File: config.mk
export PLATFORM = sky130hd
export DESIGN_NAME = bcd_sub
export DESIGN_NICKNAME = d
export VERILOG_FILES = /design/src/rtl/bcd_sub.sv
export SDC_FILE = /design/constraint.sdc
export NUM_CORES = 1
export LEC_CHECK = 0
export ABC_AREA = 1
export CAP_MARGIN = 20
export CORE_ASPECT_RATIO = 0.8
export CORE_MARGIN = 1.5
export CORE_UTILIZATION = 48
export CTS_BUF_LIST = sky130_fd_sc_hd__clkbuf_16
export DETAILED_ROUTE_END_ITERATION = 7
export GPL_TIMING_DRIVEN = 0
export PLACE_DENSITY = 0.88
export SLEW_MARGIN = 20
export SYNTH_ARGS = -nofsm -noshare
export SYNTH_HDL_FRONTEND = slang
export SYNTH_SLANG_ARGS = --single-unit
export TNS_END_PERCENT = 30
File: constraint.sdc
create_clock -name clk -period 3.24 [get_ports clk]
set_clock_uncertainty 0.2 [all_clocks]
set_input_delay 0.648 -clock clk [delete_from_list [all_inputs] [get_ports clk]]
set_output_delay 0.648 -clock clk [all_outputs]
set_load 0.02 [all_outputs]
File: src/rtl/bcd_sub.sv
// bcd_sub: sequential 4-digit packed-BCD subtractor producing |a-b|.
//
// Digits are processed one per clock, least significant first. When the
// raw difference underflows (a<b) a second 4-cycle pass takes the 10's
// complement of the partial result in place, so d always ends up holding
// the magnitude and neg flags the sign. Invalid input digits (>9) skip
// the arithmetic and report err instead.
//
// Ports:
//   clk    - clock, rising edge active
//   rst_n  - asynchronous active-low reset
//   start  - request a-b; accepted only while idle
//   a, b   - minuend / subtrahend, 4 packed BCD digits, digit0 = [3:0]
//   d      - magnitude |a-b|, 4 packed BCD digits
//   neg    - 1 when a<b
//   err    - 1 when any latched input digit is >9
//   busy   - high while the SUB or NEG pass is running
//   done   - one-cycle completion pulse
module bcd_sub (
  input  logic        clk,
  input  logic        rst_n,
  input  logic        start,
  input  logic [15:0] a,
  input  logic [15:0] b,
  output logic [15:0] d,
  output logic        neg,
  output logic        err,
  output logic        busy,
  output logic        done
);

  typedef enum logic [1:0] {
    IDLE = 2'd0,
    SUB  = 2'd1,
    NEG  = 2'd2,
    DONE = 2'd3
  } state_t;

  state_t      state;
  state_t      state_next;

  logic [15:0] a_q;
  logic [15:0] b_q;
  logic [1:0]  idx;
  logic        borrow;

  logic [3:0]        x;
  logic [3:0]        y;
  logic signed [4:0] t;
  logic              borrow_out;
  logic [3:0]        digit;
  logic              bad_in;

  function automatic logic has_bad_digit(input logic [15:0] v);
    logic bad;
    bad = 1'b0;
    for (int unsigned i = 0; i < 4; i++) begin
      if (v[i*4 +: 4] > 4'd9) bad = 1'b1;
    end
    return bad;
  endfunction

  assign bad_in = has_bad_digit(a) | has_bad_digit(b);

  // One shared digit subtractor: SUB computes a_i - b_i - borrow,
  // NEG computes 0 - d_i - borrow (10's complement of the partial result).
  always_comb begin
    x = '0;
    y = '0;
    case (state)
      SUB: begin
        x = a_q[{idx, 2'b00} +: 4];
        y = b_q[{idx, 2'b00} +: 4];
      end
      NEG: begin
        x = '0;
        y = d[{idx, 2'b00} +: 4];
      end
      default: ;
    endcase
    t = $signed({1'b0, x}) - $signed({1'b0, y}) - $signed({4'b0000, borrow});
    borrow_out = t[4];
    // For t in -10..-1 the low nibble is t+16, so adding 10 mod 16 gives t+10.
    digit = borrow_out ? (t[3:0] + 4'd10) : t[3:0];
  end

  always_comb begin
    state_next = state;
    case (state)
      IDLE: if (start) state_next = bad_in ? DONE : SUB;
      SUB:  if (idx == 2'd3) state_next = borrow_out ? NEG : DONE;
      NEG:  if (idx == 2'd3) state_next = DONE;
      DONE: state_next = IDLE;
      default: state_next = IDLE;
    endcase
  end

  always_ff @(posedge clk or negedge rst_n) begin
    if (!rst_n) state <= IDLE;
    else        state <= state_next;
  end

  always_ff @(posedge clk or negedge rst_n) begin
    if (!rst_n) begin
      a_q    <= '0;
      b_q    <= '0;
      d      <= '0;
      neg    <= 1'b0;
      err    <= 1'b0;
      idx    <= '0;
      borrow <= 1'b0;
    end else begin
      case (state)
        IDLE: begin
          if (start) begin
            a_q    <= a;
            b_q    <= b;
            d      <= '0;
            neg    <= 1'b0;
            err    <= bad_in;
            idx    <= '0;
            borrow <= 1'b0;
          end
        end
        SUB: begin
          d[{idx, 2'b00} +: 4] <= digit;
          idx                  <= idx + 2'd1;
          if (idx == 2'd3) begin
            // Final borrow out means a<b: start the complement pass clean.
            neg    <= borrow_out;
            borrow <= 1'b0;
          end else begin
            borrow <= borrow_out;
          end
        end
        NEG: begin
          d[{idx, 2'b00} +: 4] <= digit;
          idx                  <= idx + 2'd1;
          borrow               <= (idx == 2'd3) ? 1'b0 : borrow_out;
        end
        default: ;
      endcase
    end
  end

  assign busy = (state == SUB) || (state == NEG);
  assign done = (state == DONE);

endmodule

### Track usage over the die, run 1

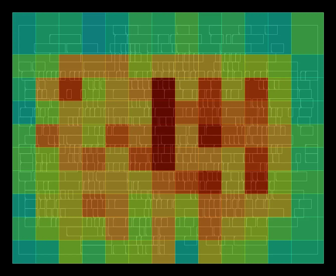
utilization after layout: 0.688
global routing met3 resource utilization: 0.0665
global routing's busiest layer: met2
WL per Instance: 14.7 µm
global routing usage on met2: 0.436

### Sizing map, run 1

Scale: 4 px per µm.
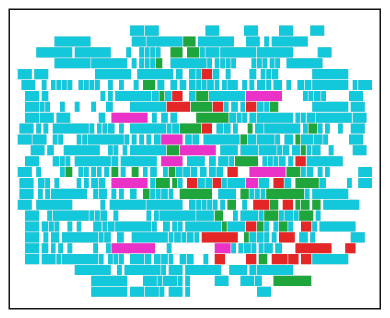
magenta -> _6 and larger  # cells 10, share 2.1%, most used clkbuf_16
green -> _2 cells  # cells 44, share 9.1%
cyan -> _0 and _1 cells  # cells 406, share 84%, most used nand2_1
red -> _3 and _4 cells  # cells 24, share 5.0%, most used buf_4
Final Worst Setup Slack: -0.0569 ns
count of plain and timing-repair buffers in the layout: 83
P&R area growth vs syn: 35.3%
area of all placed cells without fillers: 4150 µm²

==> summary.rpt, run 1 <==
FLOW METRICS REPORT
----------------------------------------------------
[Job]
  Number of warnings the tools reported ........................ 34

[Clock network]
  Sinks on Clock Net ........................ 55
  Number of clock buffers inserted by TritonCTS ........................ 5
  CTS H-tree lvls ........................ 2
  Clock tree from TritonCTS ........................ done
  Clock tree buffer depth ........................ 2
  Number of hold-repair buffers added at the cts stage ........................ 0

[Final layout]
  Clock buffer count ........................ 5
  Clock network area share ........................ 0.0413
  Filler Cell Count ........................ 478
  FF+latch area ........................ 1380 µm²
  Number of nets in the final layout ........................ between 500 and 600
  Final-layout non-clock buffer area share ........................ 0.179
  Flop share of the area ........................ 0.332
  Diodes inserted ........................ 0

[Routing]
  Per-cell via count in the routed design ........................ 5.36
  First-iteration detailed-routing DRC count ........................ 185
  Met1 routed wirelength after detailed routing ........................ 3.63 mm
  Detail Route met3 WL ........................ 553 µm

[Global route]
  Antenna violations before repair ........................ 0
  Via count of the first global-routing pass ........................ 2947
  Wire length of the first global-routing pass ........................ 13.4 mm
  Tot GR Track Use ........................ 0.254

[Setup path]
  Number of cells on the worst reg-to-reg path ........................ 18
  Beginning of the worst register-to-register path ........................ state[1]
  End of the critical path ........................ d[6]
  Endpoint of the lowest-slack register-to-register path ........................ d[6]
  Cell repeated most along the worst path ........................ nand2_1
  Origin of the worst setup path ........................ state[1]
  R2R setup slack ........................ -0.06 ns
  Critical Path, Cell by Cell ........................ ha_4, buf_8, o21ai_0, o21ai_0, o21ai_0, nor2_1, ha_1, inv_1, ha_1, nand2_2, nand3_2, nand2_4, nand2_1, nand2_1, nand2_1, nor2_2, nand2_1, o21ai_1

[Synth]
  Synth Warn # ........................ 0
  Largest cells by area after synthesis ........................ dfrtp_1 45%, nand2_1 15%, o21ai_0 8.3%
  Simple Share, Synth ........................ 0.239
  Mean area per synthesized cell ........................ 7.52 µm²
  Fraction of synthesized cell area in xor and xnor cells ........................ 0.00285
  Area share of the leading cell type in the synthesized netlist ........................ 0.448
  Area share of and-or/or-and cells after synthesis ........................ 0.154
  Number of distinct library cells after synthesis ........................ 29
  Yosys stat cell total ........................ 408
  Fraction of registers with async set or reset after synthesis ........................ 1.00
  Number of storage elements in the synthesis netlist ........................ 55

[STA]
  Count of endpoints failing hold in the final timing report ........................ 0
  Final Worst Setup Slack ........................ -0.0569 ns
  Max transition margin ........................ 0.552
  Post-route fraction of the period consumed by the critical path ........................ 1.02
  Final Setup Violations ........................ 4
  Minimum clock period after layout ........................ approximately 3.3 ns

[Floorplanning]
  Floorplan utilization ........................ 0.508
  Floorplan Core Area ........................ 6040 µm²
  Height of the die ........................ 74.5 µm

[Status]
  Status ........................ finished, violations left
  Violated checks ........................ setup timing

[Placed design]
  Final Wtd Congestion ........................ 0.902
  # placed instances ........................ 543
  Number of port buffers ........................ approximately 54

----------------------------------------------------
### Logic cells by family, run 1

Scale: 4 px per µm.
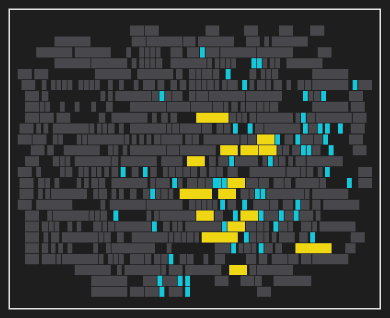
yellow -> fa/ha/maj cells  # cells 15, most used ha_1
cyan -> inv cells  # cells 55, most used inv_1
logic share of the area: 0.373
Final Non-Filler Cells: 565
most common cell after layout, fill and taps aside: nand2_1

==> run 1: how the worst min path moves through the flow <==
stage                  from        to  slack [ns]  cells after the start
CTS                   rst_n      d[2]        0.23                      1
global placement    b_q[15]   b_q[15]        0.26                      2
floorplan             rst_n    a_q[0]        0.15                      0
finish                rst_n  state[0]        0.18                      1
global route          rst_n      d[2]        0.26                      1
detailed placement  b_q[15]   b_q[15]        0.26                      2
==> run 1: registers in the layout (all words and copies together), names as in the netlist <==
register  cells
a_q          16
b_q          16
d            16
idx           2
state         2
borrow        1
err           1
neg           1
==> inputs of run 2 (changes only) <==
Settings changed: CAP_MARGIN 20 to 0, RECOVER_POWER from default to 50.
### Logic cells by family, run 2

Scale: 4 px per µm.
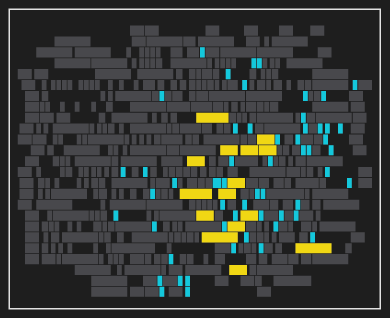
yellow -> fa/ha/maj cells  # cells 15, most used ha_1
cyan -> inv cells  # cells 55, most used inv_1
logic share of the area: 0.374

### Track usage over the die, run 2

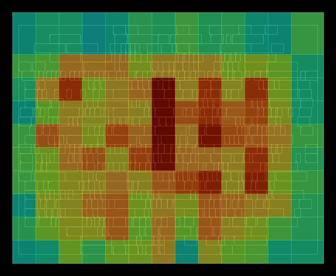
utilization after layout: 0.687
Tot GR Track Use: 0.254
met1 usage: 0.319
WL per Instance: 14.7 µm

==> summary.rpt, run 2 <==
FLOW METRICS REPORT
----------------------------------------------------
[Clock network]
  Clock tree from TritonCTS ........................ done
  Number of hold-repair buffers added at the cts stage ........................ 0
  CTS H-tree lvls ........................ 2
  Number of clock buffers inserted by TritonCTS ........................ 5

[STA]
  Count of endpoints failing hold in the final timing report ........................ 0
  Max transition margin ........................ 0.127
  Final Setup Violations ........................ 5
  Final Worst Setup Slack ........................ -0.0743 ns
  Minimum clock period after layout ........................ 3.31 ns
  Post-route fraction of the period consumed by the critical path ........................ 1.02

[Global route]
  Global routing met3 resource utilization ........................ 0.0665
  Wire length of the first global-routing pass ........................ 13.4 mm
  Via count of the first global-routing pass ........................ roughly 2900
  Global routing usage on met2 ........................ 0.436
  Global routing's busiest layer ........................ met2

[Setup path]
  Capturing element type of the critical path ........................ register
  Origin of the worst setup path ........................ state[1]
  R2R setup slack ........................ -0.07 ns
  CP Data Arrival Time ........................ 3.33 ns
  Endpoint of the lowest-slack register-to-register path ........................ d[6]
  Cell repeated most along the worst path ........................ nand2_1
  Beginning of the worst register-to-register path ........................ state[1]
  End of the critical path ........................ d[6]
  Critical Path, Cell by Cell ........................ ha_4, buf_8, o21ai_0, o21ai_0, o21ai_0, nor2_1, ha_1, inv_1, ha_1, nand2_2, nand3_2, nand2_4, nand2_1, nand2_1, nand2_1, nor2_2, nand2_1, o21ai_1

[Synth]
  Area share of and-or/or-and cells after synthesis ........................ 0.154
  Fraction of registers with async set or reset after synthesis ........................ 1.00
  Simple Share, Synth ........................ 0.239
  Number of storage elements in the synthesis netlist ........................ 55
  Number of distinct library cells after synthesis ........................ 29
  Fraction of synthesized cell area in xor and xnor cells ........................ 0.00285
  Yosys stat cell total ........................ 408
  Largest cells by area after synthesis ........................ dfrtp_1 45%, nand2_1 15%, o21ai_0 8.3%

[Worst hold path]
  Beginning of the worst hold path ........................ a_q[7]
  Number of cells on the worst hold path ........................ 2
  Worst hold endpoint ........................ a_q[7]

[Job]
  Max-cap viol count ........................ 0
  Number of warnings the tools reported ........................ 34

[Final layout]
  Filler Cell Count ........................ 480
  Top logic cells by instance count in the layout ........................ 119 x nand2_1, 53 x dfrtp_1, 53 x clkdlybuf4s50_1
  Biggest regs ........................ a_q: 16 flops, b_q: 16 flops, d: 16 flops
  Most common cell after layout, fill and taps aside ........................ nand2_1
  Final Non-Filler Cells ........................ 565
  P&R area growth vs syn ........................ 35.2%
  Number of nets in the final layout ........................ approximately 530
  Area of all placed cells without fillers ........................ 4150 µm²

[Status]
  Violated checks ........................ setup timing
  Status ........................ finished, violations left

[Floorplanning]
  Height of the die ........................ 74.5 µm
  Floorplan Core Area ........................ around 6000 µm²
  Floorplan utilization ........................ 0.508

[Routing]
  Detail Route met3 WL ........................ 615 µm
  Per-cell via count in the routed design ........................ ~5.4
  First-iteration detailed-routing DRC count ........................ 198
  Met1 routed wirelength after detailed routing ........................ roughly 3.6 mm
  Remaining antenna violation count ........................ 0

[Placed design]
  Final Wtd Congestion ........................ 0.902
  Number of port buffers ........................ 54
  # placed instances ........................ 543

----------------------------------------------------
## run 2: cell counts after synthesis
Identical to the previous run, type by type.
## run 2: what timing repair did
item / CTS / global route
endpoints found under the setup margin: 15 / 15
pin swaps: 6 / 20
buffers inserted: 12 / 3
resized: 19 / 35
cloned: 0 / 0
## run 2: logic make-up (layout without fill, tap and decap cells)
group	after synthesis	in the layout
xor gates and xnor gates	1	1
buffers and inverters	70	146
and+or+nand+nor	179	179
adders and majority gates	15	15
AOI/OAI and AO/OA	88	88
DFF	55	55
## run 2: final cells by class
cell class,count,area (µm²),share of cell area
sequential,55,1380,0.332
buffer,14,91.3,0.0220
tap,81,101,0.0244
timing repair buffer,69,648,0.156
multi-input combinational,283,1550,0.374
inverter,55,209,0.0503
clock buffer,5,125,0.0301
clock inverter,3,46.3,0.0112
